==> config.mk <==
export PLATFORM = sky130hd
export DESIGN_NAME = keypad_scanner
export DESIGN_NICKNAME = d
export VERILOG_FILES = /design/src/rtl/keypad_scanner.sv
export SDC_FILE = /design/constraint.sdc
export NUM_CORES = 1
export LEC_CHECK = 0
export CORE_ASPECT_RATIO = 2
export CORE_MARGIN = 1
export CORE_UTILIZATION = 60
export DETAILED_ROUTE_END_ITERATION = 12
export PLACE_DENSITY = 0.85
export SLEW_MARGIN = 20
export SYNTH_ARGS = -nofsm -noshare
export SYNTH_HDL_FRONTEND = slang
export SYNTH_SLANG_ARGS = --single-unit
export TNS_END_PERCENT = 30
==> constraint.sdc <==
create_clock -name clock -period 6 [get_ports clock]
set_clock_uncertainty 0.2 [all_clocks]
set_input_delay 1.2 -clock clock [delete_from_list [all_inputs] [get_ports clock]]
set_output_delay 1.2 -clock clock [all_outputs]
set_load 0.03 [all_outputs]
==> src/rtl/keypad_scanner.sv <==
// 4x3 matrix keypad scanner with press and release debouncing.
// Emits the held digit (0-9) on key, NOKEY otherwise; '*' and '#' are ignored.
module keypad_scanner #(
    parameter int SCAN_DIV     = 1000,
    parameter int DEBOUNCE_CNT = 8,
    parameter int NOKEY        = 10
) (
    input  logic       clock,
    input  logic       reset,
    input  logic [3:0] row,
    output logic [2:0] col,
    output logic [3:0] key,
    output logic       key_valid
);

    localparam int PW = (SCAN_DIV > 1) ? $clog2(SCAN_DIV) : 1;
    localparam int CW = $clog2(DEBOUNCE_CNT + 1);
    localparam logic [PW-1:0] PRE_LAST   = PW'(SCAN_DIV - 1);
    localparam logic [CW-1:0] CNT_LAST   = CW'(DEBOUNCE_CNT - 1);
    localparam logic [CW-1:0] CNT_MAX    = CW'(DEBOUNCE_CNT);
    localparam logic [3:0]    NOKEY_CODE = 4'(NOKEY);

    typedef enum logic [1:0] {SCAN, DEBOUNCE, PRESSED, RELEASE} state_t;

    state_t        state, state_next;
    logic [3:0]    row_meta, row_s;
    logic [PW-1:0] prescaler;
    logic          tick;
    logic [CW-1:0] cnt, cnt_next, cnt_inc;
    logic [3:0]    cand, cand_next, key_next;
    logic          valid_next, advance;
    logic [1:0]    col_idx;
    logic [3:0]    code;
    logic          is_digit, match, all_high;

    assign tick     = (prescaler == PRE_LAST);
    assign all_high = (row_s == 4'b1111);
    assign match    = is_digit && (code == cand);
    assign cnt_inc  = (cnt == CNT_MAX) ? cnt : cnt + CW'(1);

    always_comb begin
        case (col)
            3'b101:  col_idx = 2'd1;
            3'b011:  col_idx = 2'd2;
            default: col_idx = 2'd0;
        endcase
    end

    // Lowest low row wins; row 3 only yields a digit in the middle column ('0').
    always_comb begin
        code     = NOKEY_CODE;
        is_digit = 1'b0;
        if (!row_s[0]) begin
            code     = {2'b00, col_idx} + 4'd1;
            is_digit = 1'b1;
        end else if (!row_s[1]) begin
            code     = {2'b00, col_idx} + 4'd4;
            is_digit = 1'b1;
        end else if (!row_s[2]) begin
            code     = {2'b00, col_idx} + 4'd7;
            is_digit = 1'b1;
        end else if (!row_s[3] && col_idx == 2'd1) begin
            code     = 4'd0;
            is_digit = 1'b1;
        end
    end

    always_ff @(posedge clock or posedge reset) begin
        if (reset) begin
            state     <= SCAN;
            row_meta  <= 4'b1111;
            row_s     <= 4'b1111;
            prescaler <= '0;
            cnt       <= '0;
            cand      <= NOKEY_CODE;
            key       <= NOKEY_CODE;
            key_valid <= 1'b0;
            col       <= 3'b110;
        end else begin
            state     <= state_next;
            row_meta  <= row;
            row_s     <= row_meta;
            prescaler <= tick ? '0 : prescaler + PW'(1);
            cnt       <= cnt_next;
            cand      <= cand_next;
            key       <= key_next;
            key_valid <= valid_next;
            if (advance)
                col <= {col[1:0], col[2]};
        end
    end

    always_comb begin
        state_next = state;
        if (tick) begin
            case (state)
                SCAN:     if (is_digit) state_next = DEBOUNCE;
                DEBOUNCE: begin
                    if (!match)
                        state_next = SCAN;
                    else if (cnt == CNT_LAST)
                        state_next = PRESSED;
                end
                PRESSED:  if (all_high) state_next = RELEASE;
                RELEASE: begin
                    if (!all_high)
                        state_next = PRESSED;
                    else if (cnt == CNT_LAST)
                        state_next = SCAN;
                end
                default:  state_next = SCAN;
            endcase
        end
    end

    // Datapath updates: column rotation, debounce count, candidate and key outputs.
    always_comb begin
        advance    = 1'b0;
        cnt_next   = cnt;
        cand_next  = cand;
        key_next   = key;
        valid_next = 1'b0;
        if (tick) begin
            case (state)
                SCAN: begin
                    if (is_digit) begin
                        cand_next = code;
                        cnt_next  = CW'(1);
                    end else begin
                        advance = 1'b1;
                    end
                end
                DEBOUNCE: begin
                    if (!match) begin
                        advance = 1'b1;
                    end else if (cnt == CNT_LAST) begin
                        cnt_next   = cnt_inc;
                        key_next   = cand;
                        valid_next = 1'b1;
                    end else begin
                        cnt_next = cnt_inc;
                    end
                end
                PRESSED: begin
                    if (all_high)
                        cnt_next = CW'(1);
                end
                RELEASE: begin
                    if (all_high) begin
                        cnt_next = cnt_inc;
                        if (cnt == CNT_LAST) begin
                            key_next = NOKEY_CODE;
                            advance  = 1'b1;
                        end
                    end
                end
                default: ;
            endcase
        end
    end

endmodule
==> images/m4.png <==
Supply wires on this layer in gray.
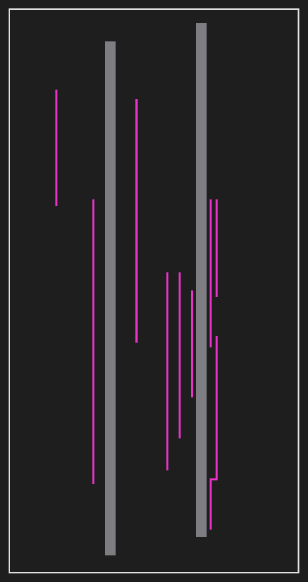
share of all routed wire: 5.7%
wire length on this layer: 230 µm
final WL: 4027 µm
Vias: 1,516

==> images/layers.png <==
Only two layers are drawn.
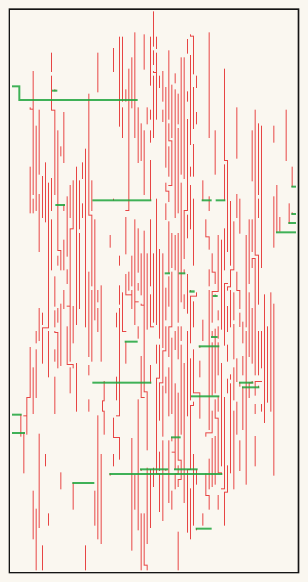
legend:
  red:
    layer: M2
    wire_length: 2,260 µm
  green:
    layer: M3
    wire_length: 92.7 µm
GRT Util Overall: 26.17%
wire per inst: 16.85 µm

==> images/clock_nets.png <==
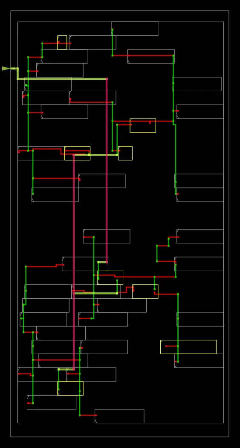
clk_buf instances: 5
clk latency late pin: 0.29 ns
Sink Count: 36
clock group power: 0.210 mW
CTS buffer count: 5

==> flow_summary.ini <==
; flow metrics
[routing]
ant_nets = 0
drc_errors = 0
first_iter_violations = 22
post_drt_via_cell_ratio = 6.343

[timing]
final-hold-violation-count = 0
finalSetupViolCount = 0
postLayoutSetupSlackWorst_ns = 2.745
drv_slew = 0
tightestPinTransition_ns = 0.7624
max-slew-margin-rel_pct = 49.04
rsz0062_at_grt = false
final.setup.tns_ns = 0
finalCritPeriodShare_pct = 54.25

[die]
chip_area_um2 = 3594
die-width_um = 42.90
coreArea_um2 = 3193
ios = 14
initial_core_util_pct = 62.85

[final_layout]
final_layout_top_logic_cells = dfrtp_1, nand2_1, nor2_1
final_area_um2 = 2236
final_cells = 239
seq_cells = 36
clk_share_pct = 4.980
fillers = 256
syn_to_final_growth_pct = 11.41
utilization_pct = 70.02
sh_comb_area_pct = 44.54
signal_buffers = 14
n_antenna_cell = 0
layout-drive-gt1-share_pct = 18.27
seq_share_pct = 41.07
inverters_excl_clock = 9
regArea_um2 = 918.4
fin_nets = 218
final_common_cell = dfrtp_1

[global_routing]
grt-ovfl-total = 0
grt_max_degree = 37
grt_pass1_vias = 1610
grt_pass1_wl_um = 6989

[worst_setup_path]
r2r_cells = 8
crit_type = reg -> reg
critPathTopFamily = simple AND/OR/NAND/NOR gates
cp.arrival_ns = 3.23
crit_chain = and3b_1 -> ha_1 -> nor2b_1 -> a211oi_1 -> a311o_1 -> a32oi_2 -> and4_1 -> mux2_4
critPathSlowestCell = dfstp_2
r2r_slack_ns = 2.75
crit_cells = 8
cp-start-kind = register
cp_max_fo = 11
timing.rr.start = col[2]$_DFFE_PP1P_
cp-end-kind = register

[hold_path]
hold_depth = 0
hold_path_end = row_s[3]$_DFF_PP1_
min-delay-start = row_meta[3]$_DFF_PP1_

[power]
pg_comb_mw = 0.0177
finalPower_mw = 0.4788
power_leader = registers
p_leak_nw = 0.9022
p_sw_share_pct = 21.05
power.internal_mw = 0.3780

[synthesis]
ys_seq_elements = 36
ys_cells = 196
synthCells = 196
synth_seq_share_pct = 45.76
synthArstFlopShare_pct = 100.0
syn-num-nets = 207
ys_top_logic_family = simple AND/OR/NAND/NOR gates
syn-cell-area_um2 = 2007
yosys-stat-area_um2 = 2007
ys.flop_type = dfrtp_1
synthAoiAreaFrac_pct = 14.71
yosys_warnings = 0

[place]
dp_hpwl_um = 2996
post-place-cells = 231
post-place-ws_ns = 2.791
place_congestion = 0.9118
placed_area_um2 = 2125
io_buffers = 13

[clock_tree]
cts_resized = 0
cts.clk_slew.worst_paths_ns = 0.07
cts-root-buf = clkbuf_8
cts_tree = done
htreeDepth = 2
postCtsHoldBufs = 0
postCtsSetupRepairBufs = 0

[run]
warnings = 28

[status]
status = finished, final reports clean
==> routing by layer <==
metal	global-route usage (%)	part of all wire [%]
met5	0	0
met4	20.45	5.7
met3	4.545	2.3
met2	45.04	56
met1	25.99	36
==> state kept, by name, indices dropped and copies added (netlist names) <==
signal / flops
row_meta: 4
row_s: 4
cand: 4
col: 3
prescaler: 10
key_valid: 1
cnt: 4
state: 2
key: 4
==> synthesized netlist by cell type, types with 5 or more instances <==
cell type | number | share of area (%)
dfrtp_1 | 22 | 27
nand3_1 | 8 | 2.0
nor2b_1 | 5 | 1.6
ha_1 | 5 | 3.1
nor2_1 | 15 | 2.8
o21ai_0 | 9 | 2.2
a31oi_1 | 5 | 1.6
dfstp_2 | 14 | 18
inv_1 | 9 | 1.7
nand2_1 | 18 | 3.4
Power and IR drop assume default switching activity.
